File: src/rtl/collision_event_dispatcher_pkg.sv
// Shared event encoding and sizing helpers for the collision event dispatcher.
// Event index doubles as the pending-bit position and the evt_code value.
package collision_pkg;

   localparam int NUM_SHOTS_DEF = 3;
   localparam int MAX_EVT       = 32;

   function automatic int num_evt(input int n_shots);
      num_evt = 3 + 2 * n_shots;
   endfunction

   function automatic int evt_w(input int n_shots);
      evt_w = $clog2(3 + 2 * n_shots);
   endfunction

   localparam int NUM_EVT = num_evt(NUM_SHOTS_DEF);
   localparam int EVT_W   = evt_w(NUM_SHOTS_DEF);

   typedef enum logic [EVT_W-1:0] {
      EVT_TOWER_PLAYER  = 0,
      EVT_HU_TOWER      = 1,
      EVT_SHOT_HD       = 2,
      EVT_SHOT_ENEMY_0  = 3,
      EVT_SHOT_ENEMY_1  = 4,
      EVT_SHOT_ENEMY_2  = 5,
      EVT_SHOT_TOWER_0  = 6,
      EVT_SHOT_TOWER_1  = 7,
      EVT_SHOT_TOWER_2  = 8
   } evt_code_e;

   // Returns 0 for an empty mask; callers only use it when the mask is nonzero.
   function automatic int unsigned lowest_set(input logic [MAX_EVT-1:0] mask);
      lowest_set = 0;
      for (int i = MAX_EVT - 1; i >= 0; i--) begin
         if (mask[i]) lowest_set = i;
      end
   endfunction

endpackage

File: src/rtl/collision_event_dispatcher_if.sv
// Bundle of per-pixel collision inputs and the event/strobe outputs.
// COLLISION_EVT_COUNTERS_EN adds the per-event accept counters.
interface collision_event_dispatcher_if #(
   parameter int NUM_SHOTS = 3
);
   import collision_pkg::*;

   localparam int EVT_W = evt_w(NUM_SHOTS);

   logic                 startOfFrame;
   logic                 towerPlayerCollision;
   logic                 TowerEnemyHUCollision;
   logic                 ShotHeadsDownCollision;
   logic [NUM_SHOTS-1:0] ShotEnemyCollision;
   logic [NUM_SHOTS-1:0] ShotBoxCollision;

   logic                 evt_valid;
   logic                 evt_ready;
   logic [EVT_W-1:0]     evt_code;
   logic [NUM_SHOTS-1:0] shot_destroy;
   logic                 player_hit;
   logic                 evt_overrun;

`ifdef COLLISION_EVT_COUNTERS_EN
   localparam int NUM_EVT = num_evt(NUM_SHOTS);

   logic [7:0]           evt_count [NUM_EVT];

   modport master (
      output startOfFrame, towerPlayerCollision, TowerEnemyHUCollision,
             ShotHeadsDownCollision, ShotEnemyCollision, ShotBoxCollision, evt_ready,
      input  evt_valid, evt_code, shot_destroy, player_hit, evt_overrun, evt_count
   );

   modport slave (
      input  startOfFrame, towerPlayerCollision, TowerEnemyHUCollision,
             ShotHeadsDownCollision, ShotEnemyCollision, ShotBoxCollision, evt_ready,
      output evt_valid, evt_code, shot_destroy, player_hit, evt_overrun, evt_count
   );
`else
   modport master (
      output startOfFrame, towerPlayerCollision, TowerEnemyHUCollision,
             ShotHeadsDownCollision, ShotEnemyCollision, ShotBoxCollision, evt_ready,
      input  evt_valid, evt_code, shot_destroy, player_hit, evt_overrun
   );

   modport slave (
      input  startOfFrame, towerPlayerCollision, TowerEnemyHUCollision,
             ShotHeadsDownCollision, ShotEnemyCollision, ShotBoxCollision, evt_ready,
      output evt_valid, evt_code, shot_destroy, player_hit, evt_overrun
   );
`endif

endinterface

File: src/rtl/collision_event_dispatcher_frame_latch.sv
// One collision source: saturating per-frame overlap counter, frame flag and
// the snapshot of that flag taken at startOfFrame.
module collision_frame_latch
   import collision_pkg::*;
#(
   parameter int MIN_OVERLAP = 1
) (
   input  logic clk,
   input  logic reset,
   input  logic i_sof,
   input  logic i_hit,
   output logic o_flag,
   output logic o_snap
);

   localparam logic [3:0] MIN_L = 4'(MIN_OVERLAP);

   logic [3:0] r_cnt;
   logic       r_flag;
   logic       r_snap;
   logic [3:0] w_cnt_inc;

   assign w_cnt_inc = (r_cnt == 4'hF) ? r_cnt : r_cnt + 4'd1;

   // A hit on the SOF cycle belongs to the new frame, never to the snapshot.
   always_ff @(posedge clk or posedge reset) begin
      if (reset) begin
         r_cnt  <= 4'd0;
         r_flag <= 1'b0;
         r_snap <= 1'b0;
      end else if (i_sof) begin
         r_snap <= r_flag;
         r_cnt  <= i_hit ? 4'd1 : 4'd0;
         r_flag <= i_hit && (MIN_L == 4'd1);
      end else if (i_hit) begin
         r_cnt  <= w_cnt_inc;
         r_flag <= r_flag | (w_cnt_inc >= MIN_L);
      end
   end

   assign o_flag = r_flag;
   assign o_snap = r_snap;

endmodule

File: src/rtl/collision_event_dispatcher.sv
// Collision event dispatcher: per-source frame latches, pending merge, event FSM and strobes.
// Define COLLISION_EVT_COUNTERS_EN to add per-event saturating accept counters.
//
//   state     | meaning
//   ----------+---------------------------------------------------------
//   S_IDLE    | nothing presented; waits for a pending bit
//   S_PRESENT | evt_valid high, evt_code held until accepted
module collision_event_dispatcher
   import collision_pkg::*;
#(
   parameter int NUM_SHOTS   = 3,
   parameter int MIN_OVERLAP = 1
) (
   input  logic                         clk,
   input  logic                         reset,
   collision_event_dispatcher_if.slave  bus
);

   localparam int NUM_EVT = num_evt(NUM_SHOTS);
   localparam int EVT_W   = evt_w(NUM_SHOTS);
   localparam int SE_LO   = 3;
   localparam int ST_LO   = 3 + NUM_SHOTS;

   localparam logic [0:0] S_IDLE    = 1'b0;
   localparam logic [0:0] S_PRESENT = 1'b1;

   logic [NUM_EVT-1:0] w_hit;
   logic [NUM_EVT-1:0] w_flag;
   logic [NUM_EVT-1:0] w_snap;
   logic [NUM_EVT-1:0] w_snap_in;
   logic [NUM_EVT-1:0] w_clr;
   logic [NUM_EVT-1:0] w_pend_kept;
   logic [NUM_EVT-1:0] w_pend_next;
   logic               w_accept;
   logic               w_unused_snap;

   logic [0:0]         r_state;
   logic [NUM_EVT-1:0] r_pend;
   logic               r_valid;
   logic [EVT_W-1:0]   r_code;
   logic               r_overrun;
   logic               r_sof_d;

   assign w_hit = {bus.ShotBoxCollision, bus.ShotEnemyCollision, bus.ShotHeadsDownCollision,
                   bus.TowerEnemyHUCollision, bus.towerPlayerCollision};

   for (genvar g = 0; g < NUM_EVT; g++) begin : g_src
      collision_frame_latch #(
         .MIN_OVERLAP (MIN_OVERLAP)
      ) u_latch (
         .clk    (clk),
         .reset  (reset),
         .i_sof  (bus.startOfFrame),
         .i_hit  (w_hit[g]),
         .o_flag (w_flag[g]),
         .o_snap (w_snap[g])
      );
   end

   // Accepted bit is cleared before the snapshot OR, so a re-raise is a fresh event.
   always_comb begin
      w_snap_in = bus.startOfFrame ? w_flag : '0;
      w_accept  = (r_state == S_PRESENT) && bus.evt_ready;
      w_clr     = '0;
      for (int i = 0; i < NUM_EVT; i++) begin
         w_clr[i] = w_accept && (r_code == EVT_W'(i));
      end
      w_pend_kept = r_pend & ~w_clr;
      w_pend_next = w_pend_kept | w_snap_in;
   end

   always_ff @(posedge clk or posedge reset) begin
      if (reset) begin
         r_state   <= S_IDLE;
         r_pend    <= '0;
         r_valid   <= 1'b0;
         r_code    <= '0;
         r_overrun <= 1'b0;
         r_sof_d   <= 1'b0;
      end else begin
         r_pend  <= w_pend_next;
         r_sof_d <= bus.startOfFrame;
         if (|(w_pend_kept & w_snap_in)) r_overrun <= 1'b1;
         case (r_state)
            S_IDLE: begin
               if (|r_pend) begin
                  r_code  <= EVT_W'(lowest_set(MAX_EVT'(r_pend)));
                  r_valid <= 1'b1;
                  r_state <= S_PRESENT;
               end
            end
            S_PRESENT: begin
               if (w_accept) begin
                  if (|w_pend_next) begin
                     r_code <= EVT_W'(lowest_set(MAX_EVT'(w_pend_next)));
                  end else begin
                     r_code  <= '0;
                     r_valid <= 1'b0;
                     r_state <= S_IDLE;
                  end
               end
            end
            default: begin
               r_valid <= 1'b0;
               r_state <= S_IDLE;
            end
         endcase
      end
   end

   assign bus.evt_valid   = r_valid;
   assign bus.evt_code    = r_code;
   assign bus.evt_overrun = r_overrun;

   // Snapshot holds all frame long; gating with the delayed SOF makes 1-cycle strobes.
   assign bus.shot_destroy = r_sof_d ? (w_snap[SE_LO +: NUM_SHOTS] | w_snap[ST_LO +: NUM_SHOTS])
                                     : '0;
   assign bus.player_hit   = r_sof_d & w_snap[EVT_TOWER_PLAYER];
   assign w_unused_snap    = w_snap[EVT_HU_TOWER] | w_snap[EVT_SHOT_HD];

`ifdef COLLISION_EVT_COUNTERS_EN
   logic [7:0] r_evt_count [NUM_EVT];

   always_ff @(posedge clk or posedge reset) begin
      if (reset) begin
         for (int i = 0; i < NUM_EVT; i++) r_evt_count[i] <= 8'd0;
      end else begin
         for (int i = 0; i < NUM_EVT; i++) begin
            if (w_clr[i] && (r_evt_count[i] != 8'hFF)) r_evt_count[i] <= r_evt_count[i] + 8'd1;
         end
      end
   end

   assign bus.evt_count = r_evt_count;
`endif

endmodule
File: src/flat_wrapper.sv
// flat-port wrapper written by rule: the top's interface ports become plain ports
module collision_event_dispatcher_flat import collision_pkg::*;
#(
   parameter int NUM_SHOTS   = 3,
   parameter int MIN_OVERLAP = 1
)
  (clk, reset, bus_startOfFrame, bus_towerPlayerCollision, bus_TowerEnemyHUCollision, bus_ShotHeadsDownCollision, bus_ShotEnemyCollision, bus_ShotBoxCollision, bus_evt_ready, bus_evt_valid, bus_evt_code, bus_shot_destroy, bus_player_hit, bus_evt_overrun);
  collision_event_dispatcher_if #(.NUM_SHOTS(NUM_SHOTS)) bus_i ();
  input  logic clk;
  input  logic reset;
  input wire logic [$bits(bus_i.startOfFrame)-1:0] bus_startOfFrame;
  input wire logic [$bits(bus_i.towerPlayerCollision)-1:0] bus_towerPlayerCollision;
  input wire logic [$bits(bus_i.TowerEnemyHUCollision)-1:0] bus_TowerEnemyHUCollision;
  input wire logic [$bits(bus_i.ShotHeadsDownCollision)-1:0] bus_ShotHeadsDownCollision;
  input wire logic [$bits(bus_i.ShotEnemyCollision)-1:0] bus_ShotEnemyCollision;
  input wire logic [$bits(bus_i.ShotBoxCollision)-1:0] bus_ShotBoxCollision;
  input wire logic [$bits(bus_i.evt_ready)-1:0] bus_evt_ready;
  output wire logic [$bits(bus_i.evt_valid)-1:0] bus_evt_valid;
  output wire logic [$bits(bus_i.evt_code)-1:0] bus_evt_code;
  output wire logic [$bits(bus_i.shot_destroy)-1:0] bus_shot_destroy;
  output wire logic [$bits(bus_i.player_hit)-1:0] bus_player_hit;
  output wire logic [$bits(bus_i.evt_overrun)-1:0] bus_evt_overrun;
  assign bus_i.startOfFrame = bus_startOfFrame;
  assign bus_i.towerPlayerCollision = bus_towerPlayerCollision;
  assign bus_i.TowerEnemyHUCollision = bus_TowerEnemyHUCollision;
  assign bus_i.ShotHeadsDownCollision = bus_ShotHeadsDownCollision;
  assign bus_i.ShotEnemyCollision = bus_ShotEnemyCollision;
  assign bus_i.ShotBoxCollision = bus_ShotBoxCollision;
  assign bus_i.evt_ready = bus_evt_ready;
  assign bus_evt_valid = bus_i.evt_valid;
  assign bus_evt_code = bus_i.evt_code;
  assign bus_shot_destroy = bus_i.shot_destroy;
  assign bus_player_hit = bus_i.player_hit;
  assign bus_evt_overrun = bus_i.evt_overrun;
  collision_event_dispatcher #(.NUM_SHOTS(NUM_SHOTS), .MIN_OVERLAP(MIN_OVERLAP)) u_core (.clk(clk), .reset(reset), .bus(bus_i));
endmodule
File: config.mk
export PLATFORM = sky130hd
export DESIGN_NAME = collision_event_dispatcher_flat
export DESIGN_NICKNAME = d
export VERILOG_FILES = /design/src/rtl/collision_event_dispatcher_pkg.sv /design/src/rtl/collision_event_dispatcher_if.sv /design/src/rtl/collision_event_dispatcher_frame_latch.sv /design/src/rtl/collision_event_dispatcher.sv /design/src/flat_wrapper.sv
export SDC_FILE = /design/constraint.sdc
export NUM_CORES = 1
export LEC_CHECK = 0
export CAP_MARGIN = 15
export CORE_AREA = 2 2 103 105
export DETAILED_ROUTE_END_ITERATION = 6
export DIE_AREA = 0 0 105 107
export GPL_ROUTABILITY_DRIVEN = 0
export PLACE_DENSITY = 0.57
export SLEW_MARGIN = 25
export SYNTH_ARGS = -nofsm -noshare
export SYNTH_HDL_FRONTEND = slang
export SYNTH_SLANG_ARGS = --single-unit
File: constraint.sdc
create_clock -name clk -period 6.4 [get_ports clk]
set_clock_uncertainty 0.15 [all_clocks]
set_input_delay 0.96 -clock clk [delete_from_list [all_inputs] [get_ports clk]]
set_output_delay 0.96 -clock clk [all_outputs]
set_load 0.03 [all_outputs]
==> impl_metrics.tcl, run 1 <==
# collected from the flow reports
set metrics [dict create \
    cts_tree "yes" \
    yosys-stat-cells 461 \
    edf_count 0 \
    routed-wl-met3_um 277 \
    route.met2.wl_mm 4.08 \
    worstHoldPathCells 1 \
    drt-met1-wl_mm 4.37 \
    netSwitchingPower_mw 0.309 \
    finalNonFillerCells 624 \
    worstPathRequired_ns 6.52 \
    drt-initial-drc-count 141 \
    lay_top_count "dfrtp_1" \
    final_nets 514 \
    outcome "finished, final reports clean" \
    placed_cells 608 \
    crit_chain "clkdlybuf4s50_1, nor4bb_2, a31oi_1, a2111oi_4, nand4_1, a21oi_1" \
    numCtsBuffers 9 \
    regMostFlops "u_core.g_src.u_latch.r_cnt" \
    drv_slew 0 \
    seqCellArea_um2 1730 \
    vdd_drop_max_v 0.0000809 \
    fp.dieW_um 105 \
    antenna_cells 0 \
    routedWlPerCell_um 14.1 \
    syn-mean-instance-area_um2 8.64 \
    grt_pass1_wl_mm 15.5 \
    place_ws_ns 2.82 \
    rsz0062_at_grt "false" \
    crit_start "bus_evt_ready" \
    worst_pin_slew_ns 0.893 \
    fin_area_um2 4510 \
    cellPowerDensity_nw_per_um2 222 \
    reg2reg_to "u_core.bus.evt_code[3]" \
    hold_buffers 0 \
    cp.depth 6 \
    ys_sh_xor 0 \
    synth_cell_types 52 \
    cp_top_family "AND-OR/OR-AND gates" \
    seq_area_frac_synth 0.434 \
]
-- run 1: area by class of cell --
cell class                 instances  area share
clock inverter                     4     0.00499
clock buffer                      12      0.0344
multi-input combinational        324       0.443
timing repair buffer              24      0.0510
tap                              136      0.0377
sequential                        69       0.383
inverter                          55      0.0458
-- run 1: power by group through the flow --
stage               Sequential, mW  Clock (mW)  Combinational [mW]
floorplan                    0.505           0               0.120
global placement             0.515           0               0.166
detailed placement           0.516           0               0.169
CTS                          0.508       0.341               0.170
global route                 0.515       0.356               0.193
finish                       0.508       0.327               0.168
-- run 1: per-layer routing --
layer | global-route usage | vias up
met2 | 0.265 | 40
li1 | - | 1712
met4 | 0.0524 | 0
met1 | 0.232 | 1614
met5 | 0 | -
met3 | 0.0401 | 4
Fig. 1: run 1, placement by cell class
The bar under the picture is 20 um long.
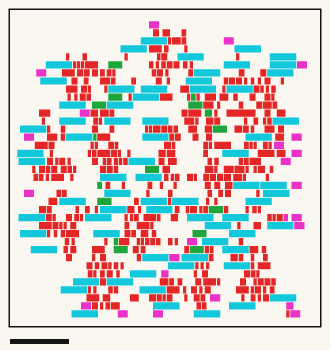
Key: clock drivers and dummy loads = green [cells 16, share of their area 4.1%]; sequential cells = cyan [cells 69, share of their area 40%]; combinational and other logic = red [cells 379, share of their area 51%]; remaining buffers and delay cells = magenta [cells 24, share of their area 5.3%]
fraction of area in registers: 0.383
CORE AREA: 10100 um2

Fig. 2: run 1, track usage over the die
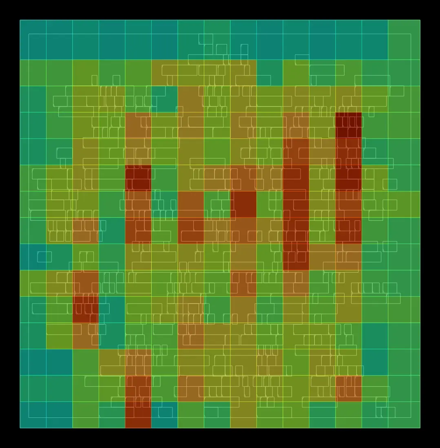
M3 GR Usage: 0.0401
met1 Use GR: 0.232
post-route core utilization: 0.447

Fig. 3: run 1, nets reached from selected ports
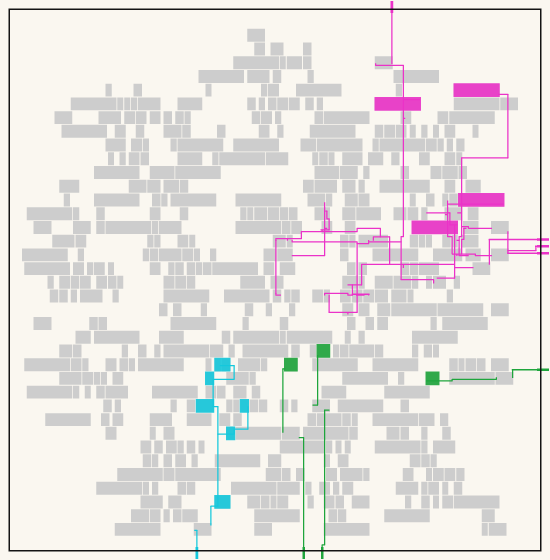
Key: `bus_evt_code` = magenta [bits 4, direction output, edge 3 east, 1 north, end cells 4, buffers 4, wire 372 um]; `bus_shot_destroy` = green [bits 3, direction output, edge 2 south, 1 east, end cells 3, buffers 3, wire 96.3 um]; `bus_ShotHeadsDownCollision` = cyan [bits 1, direction input, edge south, end cells 7, buffers 1, wire 56.3 um]
io pins: 23
IO Port Bufs: 22

Fig. 4: run 1, cell sizes after repair
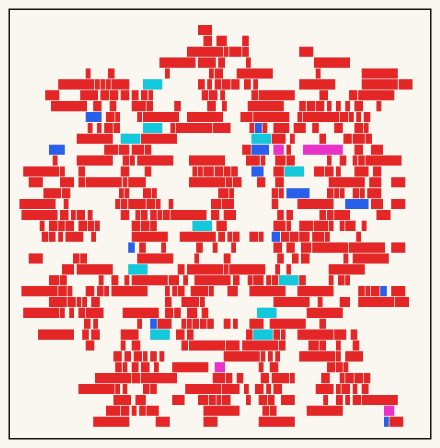

==> run 2: changes to the inputs <==
==> constraint.sdc (replaced) <==
create_clock -name clk -period 3 [get_ports clk]
set_clock_uncertainty 0.15 [all_clocks]
set_input_delay 0.45 -clock clk [delete_from_list [all_inputs] [get_ports clk]]
set_output_delay 0.45 -clock clk [all_outputs]
set_load 0.03 [all_outputs]
Fig. 5: run 2, cell sizes after repair
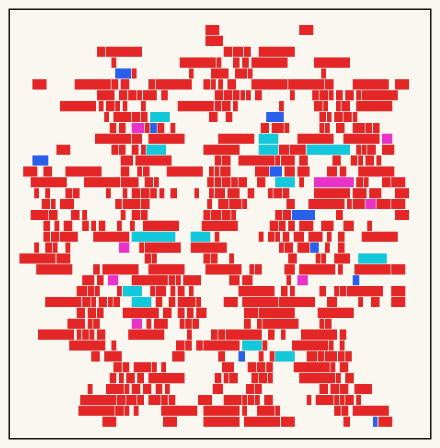
Key: _3 and _4 cells = magenta [cells 8, most used buf_4]; _2 cells = blue [cells 10]; _6 and larger = cyan [cells 13, most used clkbuf_8]; _0 and _1 cells = red [cells 461, most used dfrtp_1]
Setup WS post-layout: 0.633 ns
Design Area, Final: 4590 um2

==> run 2 against run 1 <==
  * Sequential power increased by 110%
  * Synthesized area unchanged
  * Total power rose by 130%
  * Flip-flop count is the same
  * Count of clock-buffer cells in the layout decreased by 2
  * Worst setup slack worse by 2.5 ns
==> impl_metrics.tcl, run 2 <==
# collected from the flow reports
set metrics [dict create \
    nonClkBufAreaFrac 0.0594 \
    place_ws_ns 0.329 \
    placed_cells 612 \
    port_buffers 22 \
    inverters 55 \
    outcome "finished, final reports clean" \
    rsz0062_at_grt "false" \
    cts_tree "yes" \
    reg2reg_to "u_core.bus.evt_overrun" \
    logic_gates 324 \
    grt_pass1_wl_mm 14.9 \
    crit_start "u_core.bus.evt_code[0]" \
    seq_share 0.376 \
    regMostFlops "u_core.g_src.u_latch.r_cnt" \
    worst_pin_slew_ns 0.649 \
    seq_area_frac_synth 0.434 \
    taps 136 \
    netSwitchingPower_mw 0.687 \
    coreArea_um2 10100 \
    drt-met1-wl_mm 4.36 \
    yosys-stat-cells 461 \
]
==> run 2: netlist changes by cell type in the layout (fill, tap and decap cells not counted) <==
| cell | previous run | this run |
|---|---|---|
| buf_4 | 2 | 5 |
| clkinv_4 | 0 | 1 |
| clkinv_2 | 3 | 2 |
| clkbuf_8 | 11 | 10 |
| bufinv_16 | 0 | 2 |
| nor4bb_1 | 1 | 2 |
| buf_12 | 0 | 1 |
| clkbuf_1 | 1 | 0 |
| nor4bb_2 | 1 | 0 |
==> run 2: power groups by stage <==
stage	Clock, mW	Sequential (mW)	Combinational, mW
6_report	0.869	1.08	0.365
3_5_place_dp	0	1.10	0.366
4_1_cts	0.884	1.08	0.368
5_1_grt	0.930	1.10	0.416
2_1_floorplan	0	1.08	0.256
3_3_place_gp	0	1.10	0.360
Power figures rest on the tool's default switching activity, not on a simulated workload.
